**src/rtl/chain_pkg.sv**
```systemverilog
// Shared definitions for the weight-compute cell chain: default widths,
// the idle word driven on cycles without an element, the result-valid bit
// position and the feeder FSM state type.
package chain_pkg;

  localparam int DATA_WIDTH       = 8;
  localparam int INDEX_WIDTH      = 10;
  localparam int RESULT_WIDTH     = 16;
  // The last cell flags a finished vector in the bit just above the result.
  localparam int RESULT_VALID_BIT = RESULT_WIDTH;

  // One element as seen by the first cell of the chain.
  typedef struct packed {
    logic                   enable;
    logic [INDEX_WIDTH-1:0] index;
    logic [DATA_WIDTH-1:0]  value;
  } cell_word_t;

  // Word driven whenever no element is issued.
  localparam cell_word_t IDLE_WORD = '{enable: 1'b0, index: '0, value: '0};

  typedef enum logic {
    ST_IDLE  = 1'b0,
    ST_ISSUE = 1'b1
  } feeder_state_e;

endpackage

```
**src/rtl/feeder_fifo.sv**
```systemverilog
// Synchronous input buffer for the chain feeder. The head entry is readable
// combinationally so a word written at one edge can be popped and registered
// downstream at the very next edge. Status flags are kept as registers.
module feeder_fifo #(
  parameter int WIDTH = 8,
  parameter int DEPTH = 4
) (
  input  logic                       clk,
  input  logic                       rst_n,
  input  logic                       push_i,
  input  logic [WIDTH-1:0]           wr_data_i,
  input  logic                       pop_i,
  output logic [WIDTH-1:0]           rd_data_o,
  output logic                       full_o,
  output logic                       not_full_o,
  output logic                       empty_o,
  output logic [$clog2(DEPTH):0]     count_o
);

  localparam int AW = $clog2(DEPTH);

  logic [WIDTH-1:0] mem_q [DEPTH];
  logic [AW-1:0]    wr_ptr_q, rd_ptr_q;
  logic [AW:0]      count_q, count_d;
  logic             full_q, not_full_q, empty_q;
  logic             do_push, do_pop;

  // Guard against misuse: never write when full, never read when empty.
  assign do_push = push_i & ~full_q;
  assign do_pop  = pop_i & ~empty_q;
  assign count_d = count_q + (AW+1)'(do_push) - (AW+1)'(do_pop);

  // Storage array; contents need no reset because the pointers define validity.
  always_ff @(posedge clk) begin
    if (do_push) begin
      mem_q[wr_ptr_q] <= wr_data_i;
    end
  end

  // Pointers, occupancy and registered status flags.
  always_ff @(posedge clk or negedge rst_n) begin
    if (!rst_n) begin
      wr_ptr_q   <= '0;
      rd_ptr_q   <= '0;
      count_q    <= '0;
      full_q     <= 1'b0;
      not_full_q <= 1'b1;
      empty_q    <= 1'b1;
    end else begin
      if (do_push) begin
        wr_ptr_q <= wr_ptr_q + 1'b1;
      end
      if (do_pop) begin
        rd_ptr_q <= rd_ptr_q + 1'b1;
      end
      count_q    <= count_d;
      full_q     <= (count_d == (AW+1)'(DEPTH));
      not_full_q <= (count_d != (AW+1)'(DEPTH));
      empty_q    <= (count_d == '0);
    end
  end

  assign rd_data_o  = mem_q[rd_ptr_q];
  assign full_o     = full_q;
  assign not_full_o = not_full_q;
  assign empty_o    = empty_q;
  assign count_o    = count_q;

endmodule

```
**src/rtl/cell_chain_feeder.sv**
```systemverilog
// Source end of the cell chain: buffers upstream values, issues them to the
// first cell as index/value/enable elements, and limits the number of
// vectors in the chain using returned results as credits.
module cell_chain_feeder #(
  parameter int DATA_WIDTH    = chain_pkg::DATA_WIDTH,
  parameter int INDEX_WIDTH   = chain_pkg::INDEX_WIDTH,
  parameter int VECTOR_LENGTH = 4,
  parameter int FIFO_DEPTH    = 4,
  parameter int MAX_INFLIGHT  = 2
) (
  input  logic                   clk,
  input  logic                   rst_n,
  input  logic                   in_valid,
  output logic                   in_ready,
  input  logic [DATA_WIDTH-1:0]  in_data,
  output logic [INDEX_WIDTH-1:0] out_index,
  output logic [DATA_WIDTH-1:0]  out_value,
  output logic                   out_enable,
  input  logic                   ret_valid,
  output logic                   busy,
  output logic                   credit_err
);

  import chain_pkg::*;

  localparam int CW = $clog2(MAX_INFLIGHT + 1);
  localparam int FW = $clog2(FIFO_DEPTH) + 1;

  feeder_state_e          state_q, state_d;
  logic [INDEX_WIDTH-1:0] idx_q, idx_d;
  logic [INDEX_WIDTH-1:0] issue_idx;
  logic [CW-1:0]          inflight_q, inflight_d;
  logic                   credit_err_q, credit_err_d;
  logic                   busy_q;
  logic                   out_enable_q;
  logic [INDEX_WIDTH-1:0] out_index_q;
  logic [DATA_WIDTH-1:0]  out_value_q;

  logic                   fifo_full, fifo_not_full, fifo_empty;
  logic [DATA_WIDTH-1:0]  fifo_rd_data;
  logic [FW-1:0]          fifo_count, fifo_count_d;
  logic                   push, pop, start, last, ret_ok;

  assign push = in_valid & fifo_not_full;

  feeder_fifo #(
    .WIDTH (DATA_WIDTH),
    .DEPTH (FIFO_DEPTH)
  ) u_fifo (
    .clk        (clk),
    .rst_n      (rst_n),
    .push_i     (push),
    .wr_data_i  (in_data),
    .pop_i      (pop),
    .rd_data_o  (fifo_rd_data),
    .full_o     (fifo_full),
    .not_full_o (fifo_not_full),
    .empty_o    (fifo_empty),
    .count_o    (fifo_count)
  );

  // Issue decision, next index, credit accounting and next occupancy.
  always_comb begin
    // A new vector needs a credit; a vector already under way never does.
    start     = (state_q == ST_IDLE) && !fifo_empty &&
                (inflight_q < CW'(MAX_INFLIGHT));
    pop       = start || ((state_q == ST_ISSUE) && !fifo_empty);
    issue_idx = (state_q == ST_IDLE) ? '0 : idx_q;
    last      = (state_q == ST_IDLE) ? (VECTOR_LENGTH == 1)
                                     : (idx_q == INDEX_WIDTH'(VECTOR_LENGTH - 1));
    state_d   = state_q;
    idx_d     = idx_q;
    if (pop) begin
      if (last) begin
        state_d = ST_IDLE;
        idx_d   = '0;
      end else begin
        state_d = ST_ISSUE;
        idx_d   = issue_idx + 1'b1;
      end
    end
    // A return with nothing outstanding is a protocol error, not an underflow.
    ret_ok       = ret_valid && (inflight_q != '0);
    inflight_d   = inflight_q + CW'(start) - CW'(ret_ok);
    credit_err_d = credit_err_q || (ret_valid && (inflight_q == '0));
    fifo_count_d = fifo_count + FW'(push) - FW'(pop);
  end

  // FSM state, held index and credit counter.
  always_ff @(posedge clk or negedge rst_n) begin
    if (!rst_n) begin
      state_q      <= ST_IDLE;
      idx_q        <= '0;
      inflight_q   <= '0;
      credit_err_q <= 1'b0;
      busy_q       <= 1'b0;
    end else begin
      state_q      <= state_d;
      idx_q        <= idx_d;
      inflight_q   <= inflight_d;
      credit_err_q <= credit_err_d;
      busy_q       <= (fifo_count_d != '0) || (state_d == ST_ISSUE) ||
                      (inflight_d != '0);
    end
  end

  // Registered element word to the first cell; idle word when nothing issues.
  always_ff @(posedge clk or negedge rst_n) begin
    if (!rst_n) begin
      out_enable_q <= IDLE_WORD.enable;
      out_index_q  <= INDEX_WIDTH'(IDLE_WORD.index);
      out_value_q  <= DATA_WIDTH'(IDLE_WORD.value);
    end else if (pop) begin
      out_enable_q <= 1'b1;
      out_index_q  <= issue_idx;
      out_value_q  <= fifo_rd_data;
    end else begin
      out_enable_q <= IDLE_WORD.enable;
      out_index_q  <= INDEX_WIDTH'(IDLE_WORD.index);
      out_value_q  <= DATA_WIDTH'(IDLE_WORD.value);
    end
  end

  assign in_ready   = fifo_not_full;
  assign out_enable = out_enable_q;
  assign out_index  = out_index_q;
  assign out_value  = out_value_q;
  assign busy       = busy_q;
  assign credit_err = credit_err_q;

endmodule
```
**config.mk**
```make
export PLATFORM = sky130hd
export DESIGN_NAME = cell_chain_feeder
export DESIGN_NICKNAME = d
export VERILOG_FILES = /design/src/rtl/chain_pkg.sv /design/src/rtl/feeder_fifo.sv /design/src/rtl/cell_chain_feeder.sv
export SDC_FILE = /design/constraint.sdc
export NUM_CORES = 1
export LEC_CHECK = 0
export CAP_MARGIN = 5
export CORE_MARGIN = 2
export CORE_UTILIZATION = 55
export CTS_BUF_LIST = sky130_fd_sc_hd__clkbuf_4 sky130_fd_sc_hd__clkbuf_8 sky130_fd_sc_hd__clkbuf_16
export CTS_CLUSTER_SIZE = 10
export DETAILED_ROUTE_END_ITERATION = 7
export PLACE_DENSITY = 0.81
export SYNTH_ARGS = -nofsm -noshare
export SYNTH_HDL_FRONTEND = slang
export SYNTH_HIERARCHICAL = 1
export SYNTH_SLANG_ARGS = --single-unit
```
**constraint.sdc**
```tcl
create_clock -name clk -period 4.3 [get_ports clk]
set_clock_uncertainty 0.15 [all_clocks]
set_input_delay 1.29 -clock clk [delete_from_list [all_inputs] [get_ports clk]]
set_output_delay 1.29 -clock clk [all_outputs]
set_load 0.005 [all_outputs]
```
==> results.txt, run 1 <==
Top FF cell, synth = dfrtp_1
GR peak layer = met2
TritonCTS Buffers = 9
Log Warnings = 29
RR Startpoint = state_q
Setup violations, final = 0
largest net degree at the start of global routing = 45
Sw Share = 32.43%
total power = 2.559 mW
fa+ha+maj area frac = 5.187%
die span in y = 80.09 um
CTS H-tree depth = 3
Hold Path Depth = 1
CTS Hold Bufs = 0
Setup TNS Final = 0 ps
max_slew headroom = 35.89%
Worst EP required = 4380 ps
all-layer global routing usage = 18.53%
Layout area overhead = 17.96%
Crit path arrival time = 3630 ps
Crit path buffers/inverters = 5
post-route cell area = 3756 um2
via/cell ratio = 5.480
mux share = 6.326%
Startpoint Class = input pin
Die W = 80.09 um
r2r endpoint = u_fifo/full_o
Worst VDD drop = 0.6118 mV
antenna-violating nets left = 0
RSZ-0062 raised after global routing = no
DRT Pass-1 Iters = 4
total detailed-routing wirelength = 5.196 mm
status = finished clean
met1 GRT Util = 24.19%
Iter 0 DRT Violations = 141
Yosys chip area = 3184 um2
R2R cell count = 11
drt drc = 0
met2 Use GR = 29.00%
Pint = 1.729 mW
Registers, synthesis = 76
EDFF count, synth = 32
antenna violations before repair = 0
Rows = 27
synthesized area = 3184 um2
crit path setup slack, layout = 753.5 ps
Syn. warnings = 6
final net count = 280
Setup WS pre-CTS = 387.6 ps
comb area leader = simple AND/OR/NAND/NOR gates
P per Cell Area = 681.3 nW/um2
placed insts = 317
Slew @ Worst Pin = 961.7 ps
Max Fclk = 282.0 MHz
Post-synth ARST share = 57.89%
Net Switching = 0.8299 mW
Crit Path Class = input pin to register
DR WL met2 = 2.549 mm
Clock transition at path regs = 70 ps
syn avg cell area = 14.61 um2
Complex Gates by Area = 4.479%
IO buf count = 33
die area = 6414 um2
global route overflow = 0
Via Count = 1825
area share, top type = 33.01%
Final Max Tran Viols = 0
clock period minus worst slack = 3547 ps
sequential fraction of the synthesis area = 64.83%
WL met1 = 2.320 mm
count leader, synth = dfrtp_1
Top cell excl fill/tap = dfrtp_1
sequential power = 1.12 mW
post-CTS sizing = 0
path type of the worst min-delay path = register to register
Final Hold Viols = 0
clk latency late pin = 340 ps
share of layout cells above drive strength 1 = 16.86%
largest register by flop count = u_fifo/mem_q
Syn Nets = 242
Worst Hold Launch = credit_err
WHS Endpoint = credit_err
DR WL/cell = 15.60 um
critical path endpoint category = register
vias in the first global route = 1810
Tcrit/Tclk final = 82.48%
DR WL met3 = 212 um
unique cell type count in the Yosys netlist = 47
cell accounting for the most synthesized area = dfrtp_1
delay of the slowest critical-path stage = 450 ps
[run 1: worst max-delay path by stage]
stage | cells after the start | to | slack (ps) | start
floorplan | 11 | u_fifo/full_o | 860 | in_valid
global placement | 12 | u_fifo/full_o | 530 | in_valid
detailed placement | 12 | u_fifo/full_o | 390 | in_valid
CTS | 12 | u_fifo/full_o | 760 | in_valid
global route | 12 | u_fifo/full_o | 580 | in_valid
finish | 12 | u_fifo/full_o | 750 | in_valid
[run 1: layout make-up]
class	instances	area (um2)
clock buffers	11	138.9
clock inverters	5	52.55
fillers	420	1784
inverters	11	43.79
multi-input cells	124	1033
flip-flops and latches	76	2064
well taps	72	90.09
repair buffers	34	332.8
Figure 1. Signal wires by layer (run 1).
Two of the layers only.
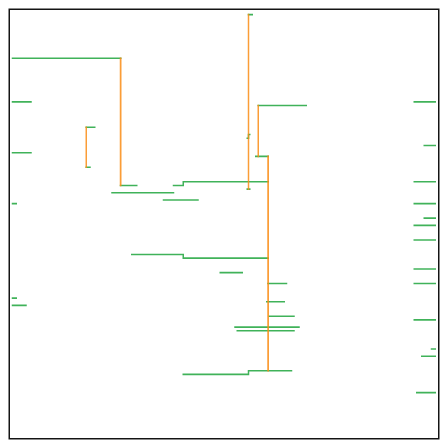
met3: marked green, wire length 213 um. met4: marked orange, wire length 114 um.

Figure 2. I/O nets highlighted (run 1).
Scale bar: 20 um.
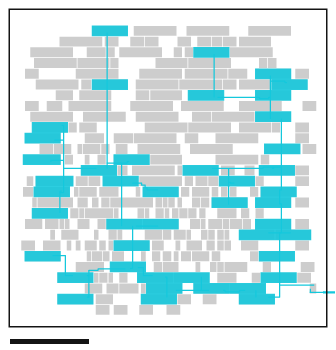
rst_n: marked cyan, direction input, end cells 44, buffers 1, wire 315 um.

Figure 3. Placed standard cells (run 1).
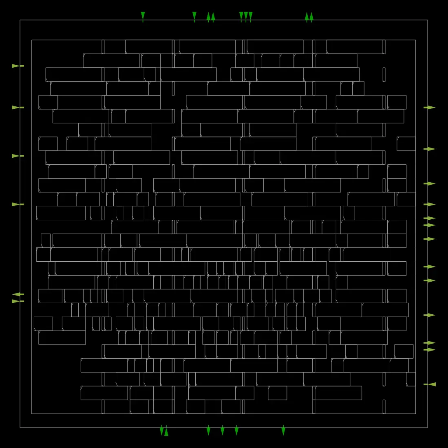
Final Util: 67.80%
core box area: 5540 um2
register share of the cell area: 54.96%
post-route insts no fill: 333

## Run 2: what changed since run 1
==> constraint.sdc (replaced) <==
create_clock -name clk -period 3.63 [get_ports clk]
set_clock_uncertainty 0.15 [all_clocks]
set_input_delay 1.089 -clock clk [delete_from_list [all_inputs] [get_ports clk]]
set_output_delay 1.089 -clock clk [all_outputs]
set_load 0.005 [all_outputs]
Figure 4. Placed standard cells (run 2).
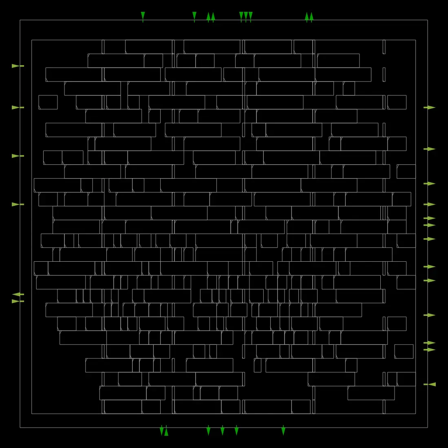
register share of the cell area: 54.89%
filler instances: 390

==> results.txt, run 2 <==
combinational share of cell area = 27.48% (-0.037 points)
area post-placement = 3565 um2
Top FF cell, synth = dfrtp_1
total power = 3.057 mW (+19%)
P per Cell Area = 812.8 nW/um2 (+19%)
DR WL met3 = 191 um (-9.9%)
clock period minus worst slack = 3303 ps
r2r endpoint = u_fifo/full_o
core box area = 5540 um2 (unchanged)
antenna violations before repair = 0 (unchanged)
sequential fraction of the synthesis area = 64.83% (unchanged)
Worst EP required = 3700 ps (-680 ps)
DR WL/cell = 15.56 um (-0.31%)
area share, top type = 33.01% (unchanged)
unique cell type count in the Yosys netlist = 47 (unchanged)
Rows = 27 (unchanged)
max_slew headroom = 35.21% (-0.67 points)
Reg area = 2064 um2 (unchanged)
RSZ-0062 raised after global routing = no
Final Hold Viols = 0 (unchanged)
status = finished clean
# clk buffers = 12 (+1)
Non-clk invs = 11 (unchanged)
Layout area overhead = 18.11%
WL met1 = 2.259 mm (-2.6%)
met1 GRT Util = 24.55% (+0.36 points)
Setup WS pre-CTS = -11.08 ps (-398.7 ps)
placed insts = 317 (unchanged)
Max Fclk = 302.8 MHz
Syn. warnings = 6 (unchanged)
global route overflow = 0 (unchanged)
TritonCTS Buffers = 9 (unchanged)
syn avg cell area = 14.61 um2 (unchanged)
count leader, synth = dfrtp_1
RR Startpoint = state_q
Startpoint Class = input pin
DR WL met2 = 2.647 mm (+3.8%)
Sw Share = 32.47% (+0.041 points)
crit path setup slack, layout = 327.4 ps (-426.1 ps)
tap cells = 72 (unchanged)
Crit path arrival time = 3380 ps (-250 ps)
Setup violations, final = 0 (unchanged)
GR peak layer = met2
via/cell ratio = 5.396 (-1.5%)
Worst VDD drop = 0.8262 mV (+35%)
Final Max Tran Viols = 0 (unchanged)
total detailed-routing wirelength = 5.180 mm (-0.31%)
post-route cell area = 3761 um2 (+0.13%)
met2 Use GR = 28.83% (-0.17 points)
Iter 0 DRT Violations = 97 (-31%)
EDFF count, synth = 32 (unchanged)
NonClk Buf Share = 8.849% (-0.012 points)
Log Warnings = 29 (unchanged)
Hold Path Depth = 1 (unchanged)
Via Count = 1797 (-1.5%)
Seq cells = 76 (unchanged)
antenna-violating nets left = 0 (unchanged)
Setup TNS Final = 0 ps (unchanged)
path type of the worst min-delay path = register to register
logic area = 1033 um2 (unchanged)
Slew @ Worst Pin = 971.8 ps (+10.10 ps)
DRT Pass-1 Iters = 4 (unchanged)
R2R cell count = 11 (unchanged)
largest net degree at the start of global routing = 45 (unchanged)
Pint = 2.064 mW (+19%)
Top cell excl fill/tap = dfrtp_1
Post-synth ARST share = 57.89% (unchanged)
Crit Path Class = input pin to register
die area = 6414 um2 (unchanged)
delay of the slowest critical-path stage = 450 ps (about the same)
post-route insts no fill = 333 (unchanged)
Stages on worst setup path = 12 (unchanged)
cell accounting for the most synthesized area = dfrtp_1
Registers, synthesis = 76 (unchanged)
multi-input gates = 124 (unchanged)
Net Switching = 0.9927 mW (+20%)
Worst Hold Launch = credit_err
share of layout cells above drive strength 1 = 16.86% (unchanged)
CTS H-tree depth = 3 (unchanged)
floorplan core density = 57.48%
final net count = 280 (unchanged)
vias in the first global route = 1781 (-1.6%)
critical path endpoint category = register
WHS Endpoint = credit_err
die span in y = 80.09 um (unchanged)
drt drc = 0 (unchanged)
Non-clock buffers = 34 (unchanged)
clk latency late pin = 330 ps (about the same)
all-layer global routing usage = 18.41% (-0.13 points)
post-CTS sizing = 0 (unchanged)
most frequent cells in the layout = dfrtp_1, clkdlybuf4s50_1, edfxtp_1
clock network area share = 5.223% (+0.13 points)
power in the clock group = 0.626 mW
CTS Hold Bufs = 0 (unchanged)
Syn Nets = 242 (unchanged)
Yosys chip area = 3184 um2 (unchanged)
Tcrit/Tclk final = 90.98%
largest register by flop count = u_fifo/mem_q
largest class = flip-flops and latches
Die W = 80.09 um (unchanged)
sequential power = 1.33 mW (+19%)
Crit path buffers/inverters = 5 (unchanged)
most used cell, CP = inv_1
Clock transition at path regs = 70 ps (about the same)
Final Util = 67.89% (+0.090 points)
synthesized area = 3184 um2 (unchanged)
Figure 5. I/O nets highlighted (run 2).
Scale bar: 20 um.
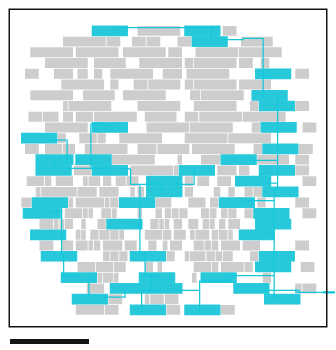
IO buf count: 33
IO Pins: 34

-- run 2: worst max-delay path by stage --
stage	start	slack [ps]	to
4_1_cts	in_valid	340	u_fifo/full_o
2_1_floorplan	in_valid	390	u_fifo/full_o
3_3_place_gp	in_valid	60	u_fifo/full_o
5_1_grt	in_valid	220	u_fifo/full_o
3_5_place_dp	in_valid	-10	u_fifo/full_o
6_report	in_valid	330	u_fifo/full_o
-- run 2: logic make-up (layout without fill, tap and decap cells) --
group | after synthesis | count (layout) | share of synthesized area (%)
AND-OR/OR-AND | 20 | 20 | 4.480
flip-flops | 76 | 76 | 64.83
multiplexers | 10 | 10 | 6.326
AND/OR/NAND/NOR | 73 | 73 | 13.48
buffers and inverters | 18 | 61 | 2.711
XOR/XNOR | 9 | 9 | 2.986
adder cells (fa/ha/maj) | 12 | 12 | 5.187
Power is estimated from default activity; no workload was simulated.
